--- src/rtl/pc_predict_unit.sv ---
// Fetch-side PC generator: registered PC prediction, jump/ret correction select
// and a circular return-address stack for ret prediction.
module pc_predict_unit #(
    parameter int unsigned       ADDR_W    = 64,
    parameter int unsigned       RAS_DEPTH = 8,
    parameter logic [ADDR_W-1:0] RESET_PC  = '0
) (
    input  logic                         clk,
    input  logic                         rst,
    input  logic                         f_stall,
    input  logic [3:0]                   f_icode,
    input  logic [ADDR_W-1:0]            f_valC,
    input  logic [ADDR_W-1:0]            f_valP,
    input  logic [3:0]                   m_icode,
    input  logic                         m_cnd,
    input  logic [ADDR_W-1:0]            m_valA,
    input  logic [3:0]                   w_icode,
    input  logic                         w_ret_mispred,
    input  logic [ADDR_W-1:0]            w_valM,
    output logic [ADDR_W-1:0]            f_pc,
    output logic [ADDR_W-1:0]            pred_pc,
    output logic                         ras_hit,
    output logic                         redirect,
    output logic [$clog2(RAS_DEPTH):0]   ras_count,
    output logic [31:0]                  redirect_cnt
);

    localparam int unsigned PtrW = $clog2(RAS_DEPTH);
    localparam int unsigned CntW = PtrW + 1;
    localparam logic [CntW-1:0] CountMax = CntW'(RAS_DEPTH);

    localparam logic [3:0] IJxx  = 4'h7;
    localparam logic [3:0] ICall = 4'h8;
    localparam logic [3:0] IRet  = 4'h9;

    logic [ADDR_W-1:0] pred_pc_q, pred_pc_d;
    logic [PtrW-1:0]   top_q, top_d;
    logic [CntW-1:0]   ras_count_q, ras_count_d;
    logic [31:0]       redirect_cnt_q, redirect_cnt_d;
    logic [ADDR_W-1:0] ras_mem_q [RAS_DEPTH];
    logic [ADDR_W-1:0] ras_mem_d [RAS_DEPTH];

    logic            jmp_mispred;
    logic            ret_mispred;
    logic            flush;
    logic [CntW-1:0] count_eff;
    logic [PtrW-1:0] top_inc;
    logic [PtrW-1:0] top_dec;

    // Fetch PC select and RAS hit detection; a redirect empties the stack
    // before the corrected fetch sees it, unless fetch is stalled.
    always_comb begin
        jmp_mispred = (m_icode == IJxx) && !m_cnd;
        ret_mispred = (w_icode == IRet) && w_ret_mispred;
        redirect    = jmp_mispred || ret_mispred;
        if (jmp_mispred) begin
            f_pc = m_valA;
        end else if (ret_mispred) begin
            f_pc = w_valM;
        end else begin
            f_pc = pred_pc_q;
        end
        flush     = redirect && !f_stall;
        count_eff = flush ? '0 : ras_count_q;
        ras_hit   = (f_icode == IRet) && (count_eff != '0);
        top_inc   = top_q + 1'b1;
        top_dec   = top_q - 1'b1;
    end

    // Next prediction and RAS push/pop; stall freezes everything but the counter.
    always_comb begin
        pred_pc_d      = pred_pc_q;
        top_d          = top_q;
        ras_count_d    = ras_count_q;
        ras_mem_d      = ras_mem_q;
        redirect_cnt_d = redirect_cnt_q + 32'(redirect);
        if (!f_stall) begin
            ras_count_d = count_eff;
            pred_pc_d   = f_valP;
            case (f_icode)
                IJxx: begin
                    pred_pc_d = f_valC;
                end
                ICall: begin
                    pred_pc_d          = f_valC;
                    top_d              = top_inc;
                    ras_mem_d[top_inc] = f_valP;
                    // Full stack: the push overwrites the oldest entry.
                    if (count_eff != CountMax) begin
                        ras_count_d = count_eff + 1'b1;
                    end
                end
                IRet: begin
                    if (ras_hit) begin
                        pred_pc_d   = ras_mem_q[top_q];
                        top_d       = top_dec;
                        ras_count_d = count_eff - 1'b1;
                    end
                end
                default: begin
                    pred_pc_d = f_valP;
                end
            endcase
        end
    end

    // Control state with synchronous reset.
    always_ff @(posedge clk) begin
        if (rst) begin
            pred_pc_q      <= RESET_PC;
            top_q          <= '0;
            ras_count_q    <= '0;
            redirect_cnt_q <= '0;
        end else begin
            pred_pc_q      <= pred_pc_d;
            top_q          <= top_d;
            ras_count_q    <= ras_count_d;
            redirect_cnt_q <= redirect_cnt_d;
        end
    end

    // RAS entry storage; contents are meaningless while count is zero.
    always_ff @(posedge clk) begin
        ras_mem_q <= ras_mem_d;
    end

    assign pred_pc      = pred_pc_q;
    assign ras_count    = ras_count_q;
    assign redirect_cnt = redirect_cnt_q;

endmodule
--- config.mk ---
export PLATFORM = sky130hd
export DESIGN_NAME = pc_predict_unit
export DESIGN_NICKNAME = d
export VERILOG_FILES = /design/src/rtl/pc_predict_unit.sv
export SDC_FILE = /design/constraint.sdc
export NUM_CORES = 1
export LEC_CHECK = 0
export CAP_MARGIN = 10
export CORE_MARGIN = 4
export CORE_UTILIZATION = 30
export CTS_CLUSTER_DIAMETER = 200
export DETAILED_ROUTE_END_ITERATION = 8
export PLACE_DENSITY = 0.47
export SLEW_MARGIN = 20
export SYNTH_ARGS = -nofsm -noshare
export SYNTH_HDL_FRONTEND = slang
export SYNTH_SLANG_ARGS = --single-unit
--- constraint.sdc ---
create_clock -name clk -period 22.7 [get_ports clk]
set_clock_uncertainty 0.05 [all_clocks]
set_input_delay 4.54 -clock clk [delete_from_list [all_inputs] [get_ports clk]]
set_output_delay 4.54 -clock clk [all_outputs]
set_load 0.005 [all_outputs]
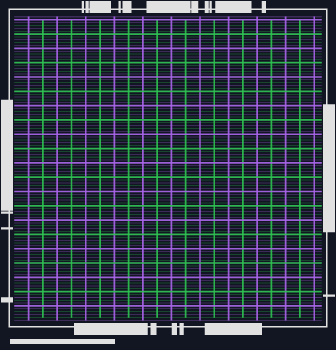
**Above:** power grid.
The bar under the picture is 100 um long. Pins as bars on the die edge.
[VSS] purple
[VDD] green
met1 rails: 107
signal pins: 439
met4 straps: 21
die height: 300 um
Die X-Extent: 300 um
Worst VDD drop: 0.0461 mV
Placeable Area: 84,200 um^2

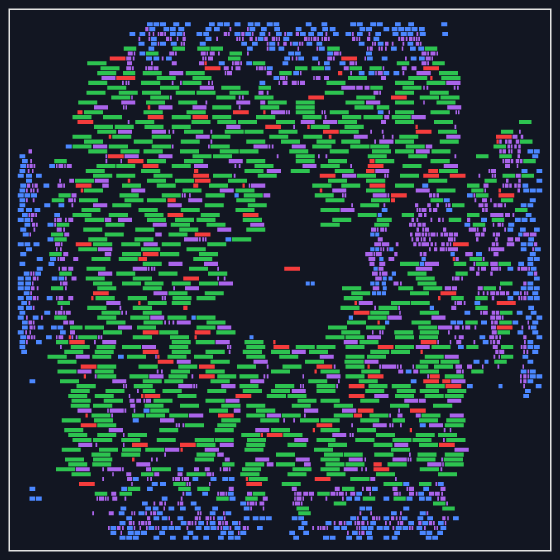
**Above:** cell classes on the final placement.
[combinational and other logic] purple | cells: 1,023
[clock drivers and dummy loads] red | cells: 124
[other buffers and delay cells] blue | cells: 468
[flops] green | cells: 615
flop share of the area: 52.3%
# rows: 106
Design Area, Final: 33,400 um^2

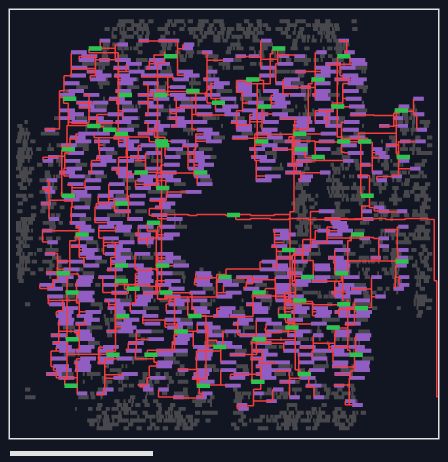
**Above:** clock distribution.
The bar under the picture is 100 um long.
[flip-flops] purple | count: 615
[clock wires] red | length: 7,790 um
[clock drivers] green | count: 69
flops lie: widely spread
routed clock nets: 70
Clock group: 1050 uW
Clock power frac: 42.6%
Late-Pin Clk Latency: 590 ps

==> out/metrics.csv <==
metric,value,unit
status,completed,
Via density,4.93,
ratio of cells with drive above 1 in the final layout,13.5,%
Sw Share,21.2,%
Area leader share,60.0,%
Sw Pwr,523,uW
CTS-repair resized insts,0,
Nets,2455,
Synth area leader,edfxtp_1,
Log Warnings,27,
Crit. End Element,output pin,
pwr dens,74.1,nW/um^2
internal power,1950,uW
clock net sink count,615,
critical path cell sequence,clkdlybuf4s50_1 -> nand2b_1 -> nor3_2 -> buf_4 -> nor2_2 -> o21ai_0 -> ha_1 -> nor2b_1 -> a221oi_4 -> buf_4 -> clkdlybuf4s50_1,
root buf cell,clkbuf_16,
final setup violation count,0,
count of final hold-check violations,0,
critical path arrival,8030,ps
initial antenna violation count,2,
clock transition at the registers of the reported paths,60,ps
Final period util,55.6,%
cts-stage hold buffer count,0,
Top cell excl fill/tap,edfxtp_1,
total negative slack,0,ps
ANT nets after route,0,
crit path time final,12610,ps
syn_nets,2043,
Remaining DRCs,0,
I/O pin count,439,
Final GP Congestion,0.770,
CTS tree,done,
Slew @ Worst Pin,964,ps
clk buf depth,3,
Post-Synthesis Cells,1765,
WL/cell,21.7,um
number of enable flip-flop cells,512,
Top Layout Cells,"edfxtp_1 (512), clkdlybuf4s50_1 (436), nand2_1 (362)",
sequential power share,50.2,%
Final Power,2470,uW
Max-slew headroom,35.8,%
YS warnings,0,
Synth Seq Share,68.0,%
GRT overflow,0,
combinational power share,7.2,%
Layout fillers,7872,
critical path class,in -> out,
Hold Path Class,reg -> reg,
ys flops,615,
Layout area overhead,30.2,%
ys async rst share,0,%
Yosys cell types,51,
leakage,0.0109,uW
yosys stat chip area,25600,um^2
area of the mapped netlist,25600,um^2
postcts setup bufs,0,
number of H-tree levels,3,
DIE AREA,90200,um^2
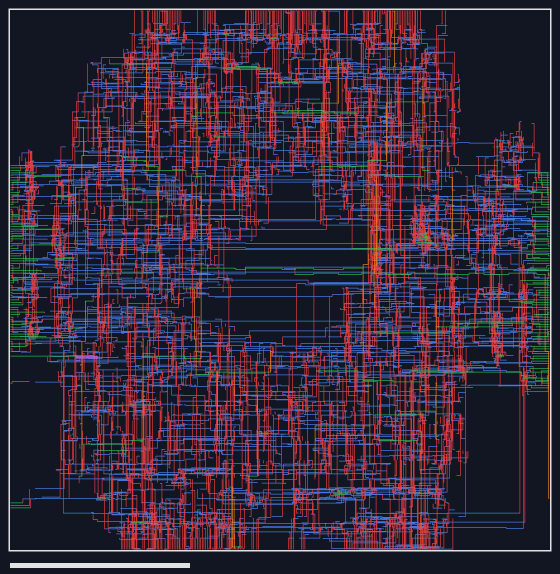
**Above:** signal wires by layer.
The bar under the picture is 100 um long.
[metal 5] purple | wire length: 11.0 um
[metal 1] blue | wire length: 32.2 mm
[metal 4] orange | wire length: 1,460 um
[metal 3] green | wire length: 3,250 um
[metal 2] red | wire length: 36.2 mm
GRT Total Usage: 15.8%
WL final: 73,100 um
DR vias: 16.6k

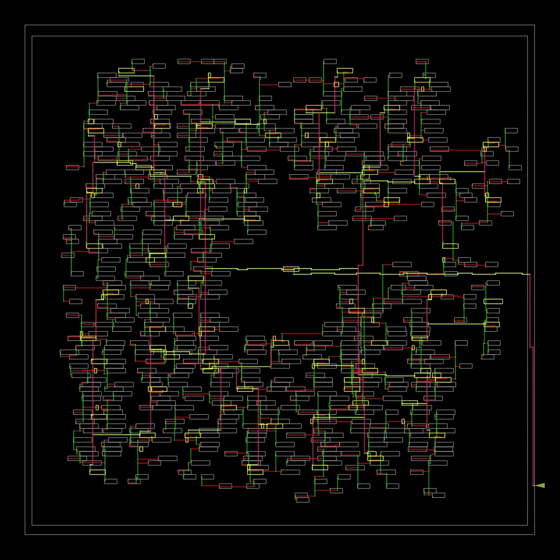
**Above:** the clock network.
CLK BUF: 91
Num CTS Buffers: 69

path summary, 6_finish.rpt:
| kind | start | endpoint | slack [ps] | depth (start not counted) |
|---|---|---|---|---|
| worst max-delay path | w_icode[2] | ras_hit | 10090 | 11 |
| worst min-delay path | pred_pc[15]$_SDFFE_PP0N_ | pred_pc[15]$_SDFFE_PP0N_ | 440 | 2 |
| worst max register to register | top_q[2]$_SDFFE_PP0P_ | ras_mem_q[107]$_DFFE_PP_ | 18860 | 6 |
| worst min register to register | pred_pc[15]$_SDFFE_PP0N_ | pred_pc[15]$_SDFFE_PP0N_ | 440 | 2 |
through the flow:
stage	hold slack (ps)	utilization [%]	area (um^2)	setup WS, ps	instances
after floorplan	424	-	25600	11720	1765
after global placement	422	37.1	31200	10130	3240
after detailed placement	435	37.1	31200	10050	3240
after CTS	445	39.6	33400	10060	3364
after global routing	467	39.6	33400	9840	3365
final	438	39.6	33400	10090	3366
area by class of cell:
| type | instances | share of cell area, % |
|---|---|---|
| well taps | 1134 | 4.25 |
| diodes | 2 | 0.0150 |
| clock inverters | 33 | 0.738 |
| repair buffers | 468 | 13.8 |
| inverters | 73 | 0.821 |
| flip-flops and latches | 615 | 52.3 |
| clock buffers | 91 | 5.73 |
| multi-input cells | 950 | 22.4 |
power by group through the flow:
| stage | logic (uW) | clock network [uW] | registers, uW |
|---|---|---|---|
| 2_1_floorplan | 61.3 | 0 | 1260 |
| 3_3_place_gp | 176 | 0 | 1270 |
| 3_5_place_dp | 179 | 0 | 1270 |
| 4_1_cts | 180 | 1090 | 1240 |
| 5_1_grt | 192 | 1140 | 1240 |
| 6_report | 177 | 1050 | 1240 |
worst min-delay path, delay by kind of cell (launching register included):
family / cells / cell delay [ps]
DFF: 1 / 320
buffers and inverters: 1 / 50
AOI/OAI and AO/OA: 1 / 60
layer usage:
layer  track usage (%)  vias up  part of all wire [%]
li1                  -     7600                     -
met1              21.0     8479                    44
met2              27.2      417                    49
met3              2.52       96                   4.4
met4              4.07        2                   2.0
met5                 0        -                 0.015
Yosys cell counts (all sizes together) (2+ instances only):
cell,instances
a211oi,3
nand2b,3
mux4,128
nand3,11
or2,2
and4,2
nor3,10
nand2,362
xor2,13
inv,73
and3,3
nor3b,2
ha,5
nand4,9
buf,50
o21ai,17
nor4,5
a21oi,15
or3,10
nor2b,7
xnor2,14
dfxtp,103
mux2,14
edfxtp,512
nor2,105
a31oi,69
clkbuf,77
a221oi,130
registers in the layout, summed over array words and instances (netlist names):
name,flops
ras_mem_q,512
pred_pc,64
redirect_cnt,32
ras_count,4
top_q,3
kinds of logic (layout without fill, tap and decap cells):
| family | count (synthesis) | in the layout | share of synthesized area (%) |
|---|---|---|---|
| AOI/OAI and AO/OA | 240 | 240 | 7.07 |
| xor gates and xnor gates | 27 | 27 | 0.923 |
| adders and majority gates | 5 | 5 | 0.244 |
| buffers and inverters | 200 | 665 | 3.16 |
| DFF | 615 | 615 | 68.0 |
| muxes | 143 | 143 | 11.9 |
| other | 0 | 2 | 0 |
| and+or+nand+nor | 535 | 535 | 8.66 |
Power figures rest on the tool's default switching activity, not on a simulated workload.
